Figure 1. Register map, names as in the netlist.
Other sequential cells in the stronger grey, the rest of the logic in the fainter grey.
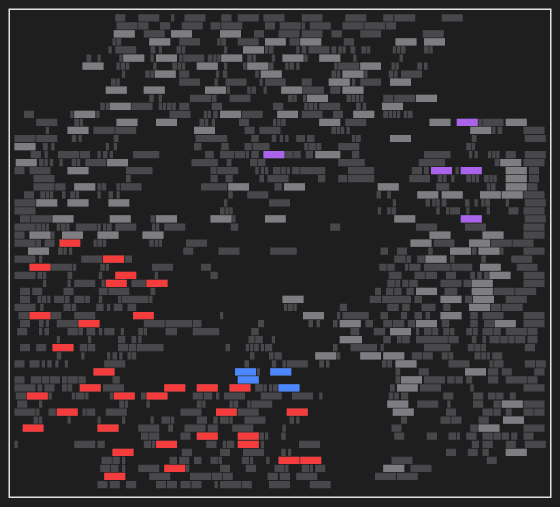
Figure 2. Metal 1.
Supply wires on this layer in grey.
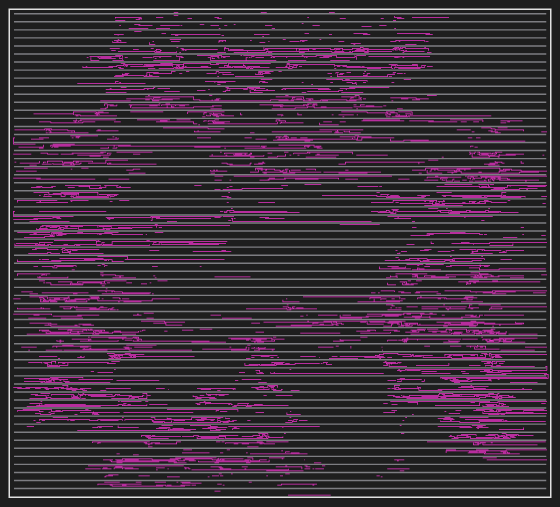
Figure 3. The clock network.
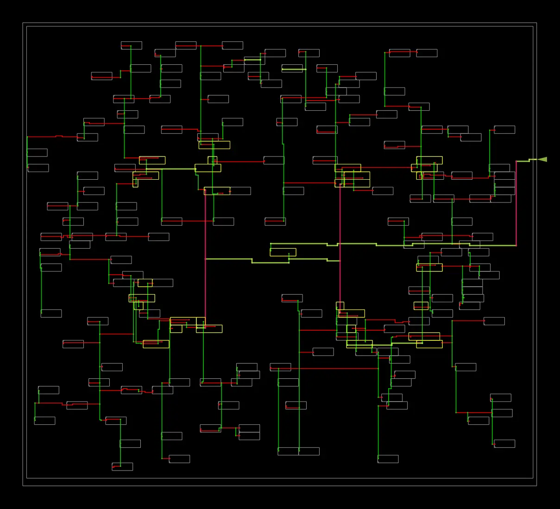
Figure 4. Logic cells by family.
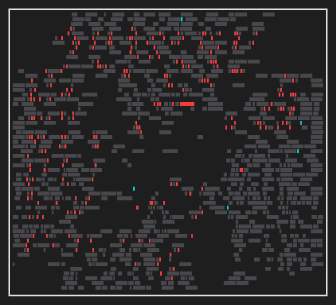
Figure 5. Floorplan with the power grid.
Pins as bars on the die edge.
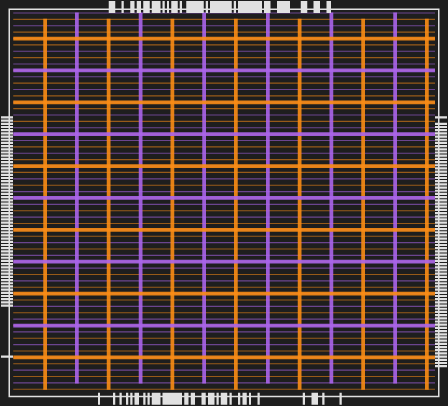
[config.mk]
export PLATFORM = sky130hd
export DESIGN_NAME = mem_access
export DESIGN_NICKNAME = d
export VERILOG_FILES = /design/src/rtl/mem_access.sv
export SDC_FILE = /design/constraint.sdc
export NUM_CORES = 1
export LEC_CHECK = 0
export CELL_PAD_IN_SITES_DETAIL_PLACEMENT = 0
export CELL_PAD_IN_SITES_GLOBAL_PLACEMENT = 2
export CORE_ASPECT_RATIO = 0.9
export CORE_UTILIZATION = 21
export DETAILED_ROUTE_END_ITERATION = 10
export GPL_ROUTABILITY_DRIVEN = 1
export PLACE_DENSITY = 0.78
export SYNTH_ARGS = -nofsm -noshare
export SYNTH_HDL_FRONTEND = slang
export SYNTH_SLANG_ARGS = --single-unit
[constraint.sdc]
create_clock -name clk -period 1.7 [get_ports clk]
set_input_delay 0.51 -clock clk [delete_from_list [all_inputs] [get_ports clk]]
set_output_delay 0.51 -clock clk [all_outputs]
set_load 0.05 [all_outputs]
[src/rtl/mem_access.sv]
// RV32 memory-access stage: req/ack data bus, lane steering, load extension, M/WB register.
// Optional MEM_MISALIGN_TRAP_EN: misaligned half/word accesses fault instead of being truncated.
module mem_access (
  input  logic        clk,
  input  logic        rst,
  input  logic        ex_valid,
  output logic        ex_ready,
  input  logic [31:0] ex_aluresult,
  input  logic [31:0] ex_store_data,
  input  logic [2:0]  ex_funct3,
  input  logic        ex_mem_load,
  input  logic        ex_mem_store,
  input  logic        ex_reg_wr,
  input  logic [4:0]  ex_reg_wnum,
  output logic        dmem_req,
  output logic        dmem_we,
  output logic [31:0] dmem_addr,
  output logic [31:0] dmem_wdata,
  output logic [3:0]  dmem_be,
  input  logic [31:0] dmem_rdata,
  input  logic        dmem_ack,
  output logic        mwb_valid,
  output logic        mwb_reg_wr,
  output logic [4:0]  mwb_reg_wnum,
  output logic [31:0] mwb_aluresult,
  output logic        mwb_mem_load,
  output logic [31:0] mwb_mem_dat_i_w,
  output logic        mem_fault
);

  typedef enum logic [0:0] {IDLE, BUS} state_t;

  state_t      state, state_next;
  logic        accept, mem_op, ack_hit, misalign;
  logic [1:0]  size_in, lane_in, lane_q;
  logic [3:0]  be_in;
  logic [31:0] wdata_in, rdata_sh, load_ext;
  logic [2:0]  funct3_q;
  logic        load_q, reg_wr_q;
  logic [4:0]  wnum_q;
  logic [31:0] alu_q;

  assign ex_ready = (state == IDLE);
  assign dmem_req = (state == BUS);
  assign accept   = ex_valid && (state == IDLE);
  assign mem_op   = ex_mem_load || ex_mem_store;
  assign ack_hit  = (state == BUS) && dmem_ack;
  assign size_in  = ex_funct3[1:0];

`ifdef MEM_MISALIGN_TRAP_EN
  assign misalign = ((size_in == 2'b01) && ex_aluresult[0]) ||
                    (size_in[1] && (ex_aluresult[1:0] != 2'b00));
`else
  assign misalign = 1'b0;
`endif

  // Lane is truncated to the access size, so misaligned halves/words fold onto aligned lanes.
  always_comb begin
    lane_in  = 2'b00;
    be_in    = 4'b1111;
    wdata_in = ex_store_data;
    case (size_in)
      2'b00: begin
        lane_in  = ex_aluresult[1:0];
        be_in    = 4'b0001 << ex_aluresult[1:0];
        wdata_in = {4{ex_store_data[7:0]}};
      end
      2'b01: begin
        lane_in  = {ex_aluresult[1], 1'b0};
        be_in    = 4'b0011 << {ex_aluresult[1], 1'b0};
        wdata_in = {2{ex_store_data[15:0]}};
      end
      default: begin
        lane_in  = 2'b00;
        be_in    = 4'b1111;
        wdata_in = ex_store_data;
      end
    endcase
  end

  always_comb begin
    rdata_sh = dmem_rdata >> {lane_q, 3'b000};
    load_ext = rdata_sh;
    case (funct3_q[1:0])
      2'b00:   load_ext = funct3_q[2] ? {24'h0, rdata_sh[7:0]}
                                      : {{24{rdata_sh[7]}}, rdata_sh[7:0]};
      2'b01:   load_ext = funct3_q[2] ? {16'h0, rdata_sh[15:0]}
                                      : {{16{rdata_sh[15]}}, rdata_sh[15:0]};
      default: load_ext = rdata_sh;
    endcase
  end

  always_ff @(posedge clk) begin
    if (rst) state <= IDLE;
    else     state <= state_next;
  end

  always_comb begin
    state_next = state;
    case (state)
      IDLE:    if (accept && mem_op && !misalign) state_next = BUS;
      BUS:     if (dmem_ack) state_next = IDLE;
      default: state_next = IDLE;
    endcase
  end

  always_ff @(posedge clk) begin
    if (rst) begin
      dmem_we         <= 1'b0;
      dmem_addr       <= 32'h0;
      dmem_wdata      <= 32'h0;
      dmem_be         <= 4'h0;
      lane_q          <= 2'b00;
      funct3_q        <= 3'b000;
      load_q          <= 1'b0;
      reg_wr_q        <= 1'b0;
      wnum_q          <= 5'd0;
      alu_q           <= 32'h0;
      mwb_valid       <= 1'b0;
      mwb_reg_wr      <= 1'b0;
      mwb_reg_wnum    <= 5'd0;
      mwb_aluresult   <= 32'h0;
      mwb_mem_load    <= 1'b0;
      mwb_mem_dat_i_w <= 32'h0;
    end else begin
      // M/WB is a one-cycle pulse: everything returns to zero on bubble cycles.
      mwb_valid       <= 1'b0;
      mwb_reg_wr      <= 1'b0;
      mwb_reg_wnum    <= 5'd0;
      mwb_aluresult   <= 32'h0;
      mwb_mem_load    <= 1'b0;
      mwb_mem_dat_i_w <= 32'h0;
      if (accept) begin
        if (!mem_op || misalign) begin
          mwb_valid     <= 1'b1;
          mwb_reg_wr    <= ex_reg_wr && !misalign;
          mwb_reg_wnum  <= ex_reg_wnum;
          mwb_aluresult <= ex_aluresult;
        end else begin
          dmem_we    <= ex_mem_store;
          dmem_addr  <= {ex_aluresult[31:2], 2'b00};
          dmem_wdata <= wdata_in;
          dmem_be    <= be_in;
          lane_q     <= lane_in;
          funct3_q   <= ex_funct3;
          load_q     <= ex_mem_load;
          reg_wr_q   <= ex_reg_wr;
          wnum_q     <= ex_reg_wnum;
          alu_q      <= ex_aluresult;
        end
      end
      if (ack_hit) begin
        mwb_valid       <= 1'b1;
        mwb_reg_wr      <= reg_wr_q;
        mwb_reg_wnum    <= wnum_q;
        mwb_aluresult   <= alu_q;
        mwb_mem_load    <= load_q;
        mwb_mem_dat_i_w <= load_q ? load_ext : 32'h0;
      end
    end
  end

`ifdef MEM_MISALIGN_TRAP_EN
  always_ff @(posedge clk) begin
    if (rst) mem_fault <= 1'b0;
    else     mem_fault <= accept && mem_op && misalign;
  end
`else
  assign mem_fault = 1'b0;
`endif

endmodule

==> flow_metrics.py <==
# Auto-generated metrics
metrics = {
    "grt": {
        "grt.met1_usage_pct": 18.64,
        "antenna_found_initial": 2,
        "grt_max_degree": 36,
        "grt_pass1_vias": 5756,
        "grt_pass1_wl_um": 33420,
        "top_usage_layer": "met2",
        "gr-total-overflow": 0,
        "grt_usage_pct": 14.63,
        "grt_use_met2_pct": 23.58,
        "gr-usage-met3_pct": 5.513,
    },
    "clock_network": {
        "cts_tree": "done",
        "clock-sinks": 154,
        "cts.path.max_buffers": 2,
        "ctsResizeCount": 3,
        "clockRootBuffer": "clkbuf_16",
        "clk_pin_slew_ns": 0.07,
        "cts_hold_buf": 0,
        "post_cts_buffers": 0,
        "cts_max_level": 4,
    },
    "setup_path": {
        "r2r_slack_ns": 0.13,
        "cp_cell_sequence": "buf_4 -> inv_2 -> buf_12",
        "path_max_fanout": 5,
        "r2r_end": "mwb_mem_dat_i_w[26]",
        "cp_num_cells": 3,
        "setup.worst_path.end": "ex_ready",
        "crit_buf_inv": 3,
        "required_ns": 1.19,
        "critPathTopFamily": "flip-flops",
        "reg2reg_from": "lane_q[0]",
        "cpMaxStageDelayCell": "dfxtp_4",
        "worstPathArrival_ns": 1.13,
        "ff2ff_path_depth": 6,
        "critPathLaunchType": "register",
        "end_kind": "output pin",
        "setup.worst_path.class": "reg -> out",
        "critPathMaxStageDelay_ns": 0.36,
    },
    "sta": {
        "final.setup.worst_slack_ns": 0.06316,
        "fmax_mhz": 610.9,
        "fin_skew_ns": 0.009452,
        "maxSlewViolCount": 0,
        "hold_viol": 0,
        "setup_violations": 0,
        "tns_ns": 0,
        "hold_ws_ns": 0.4559,
        "finalCriticalPeriod_ns": 1.637,
        "period_used_pct": 96.28,
        "rsz0062_at_grt": "no",
    },
    "floorplan": {
        "ioPinCount": 255,
        "fp_util_pct": 21.34,
        "row_count": 59,
        "chipArea_um2": 30020,
        "nWellTaps": 396,
    },
    "synth": {
        "largest_area_cell": "dfxtp_1",
        "yosys_warnings": 0,
        "yosys.area_share.adder_pct": 0,
        "ys_seq_share_pct": 50.05,
        "synth.most_common_cell": "nand2_1",
        "syn_area_um2": 6160,
        "synth-edff-count": 0,
        "ys.flops": 154,
        "post-synth-top-area-fraction_pct": 50.05,
        "simple_gate_share_pct": 19.07,
        "synthAoiAreaFrac_pct": 17.35,
        "syn_inst": 750,
        "synth-xor-area-share_pct": 0,
        "synth.avg_cell_area_um2": 8.213,
        "topCellsByArea": "dfxtp_1 50%, nand2_1 13%, a21oi_1 8.9%",
        "ys_cells": 750,
        "mux_share_pct": 5.566,
        "synthArstFlopShare_pct": 0,
        "yosysUniqueCellTypes": 34,
        "synthTopCellsByCount": "213 x nand2_1, 154 x dfxtp_1, 110 x a21oi_1, 39 x clkbuf_1",
    },
    "layout": {
        "clk_share_pct": 5.388,
        "post-route-util_pct": 39.26,
        "mi_logic_area_um2": 2633,
        "design_area_um2": 11330,
        "diodes": 1,
        "syn2layout_area_growth_pct": 83.97,
        "layout.nonclk_buf_share_pct": 39.57,
        "mostFrequentLayoutCells": "213 x nand2_1, 152 x dfxtp_1, 150 x buf_12, 110 x a21oi_1, 106 x clkdlybuf4s50_1",
        "flops": 154,
        "signal_buffers": 310,
        "nNonClkInverters": 5,
        "largestClassByArea": "buffers",
        "layout.nets": 1104,
        "seq_share_pct": 27.25,
        "comb_cells": 505,
        "ff_latch_area_um2": 3088,
        "fillCellCount": 2777,
        "instances_no_fill": 1402,
        "lay_top_count": "nand2_1",
    },
    "hold_path": {
        "holdPathStages": 2,
        "min_from": "wnum_q[0]",
        "hold_path_class": "reg -> reg",
        "hold_end": "mwb_reg_wnum[0]",
    },
    "detailed_routing": {
        "wl_met1_um": 10020,
        "highest_layer": "met5",
        "via_per_inst": 4.162,
        "drc": 0,
        "drt-total-wl_um": 22120,
        "wl_met2_um": 10220,
        "wire_per_inst_um": 15.78,
        "drt_first_pass_iters": 4,
        "ant_nets": 0,
        "vias": 5835,
        "dr_wl_met3_um": 1746,
        "drt_iter0_drc": 256,
    },
    "placed_design": {
        "hpwl_um": 16210,
        "place_ws_ns": -0.6049,
        "gp_congestion": 0.7986,
        "dp.cells": 1370,
        "port_buffers": 251,
        "place_area_um2": 10700,
    },
    "outcome": {
        "status": "finished, final reports clean",
    },
    "job": {
        "drv_cap": 0,
    },
    "power": {
        "cellPowerDensity_nw_per_um2": 890.4,
        "power_uw": 10090,
        "cellLeakagePower_uw": 0.004508,
    },
}
About Figure 1:
colour	name in the netlist	flops
red	`dmem_wdata`	32
blue	`dmem_be`	4
purple	`wnum_q`	5

About Figure 2:
nets with wire on the layer	941
longest straight run	63.5 um

About Figure 3:
clk latency late pin: 0.42 ns
CTS Buf Count: 17
# clk buffers: 20
Power Clock: 4010 uW

About Figure 4:
colour	family	cells	most used
red	NAND gates	217	nand2_1
cyan	inverters	5	inv_1

About Figure 5:
colour	net
purple	VDD
orange	VSS
signal pins	255
met1 rails	60
rows	59
met5 straps	11
Max IR drop VDD: 0.0005897 V
floorplan core area: 28860 um2
Die Y: 164.5 um
Die Width: 182.5 um

==> registers in the layout, indices dropped and copies added (netlist names) <==
name / cells
mwb_mem_dat_i_w: 32
dmem_we: 1
dmem_req: 1
funct3_q: 3
load_q: 1
wnum_q: 5
dmem_wdata: 32
lane_q: 2
mwb_aluresult: 32
dmem_be: 4
mwb_reg_wr: 1
alu_q: 32
mwb_reg_wnum: 5
mwb_mem_load: 1
mwb_valid: 1
reg_wr_q: 1
==> where the power goes <==
group | leakage [uW] | internal, uW | switching [uW] | total [uW]
clock network | 0.000301 | 2350 | 1650 | 4010
logic | 0.00295 | 1050 | 1100 | 2150
registers | 0.00126 | 3770 | 168 | 3940
No activity file was given, so power comes from the tool's default toggle rates.
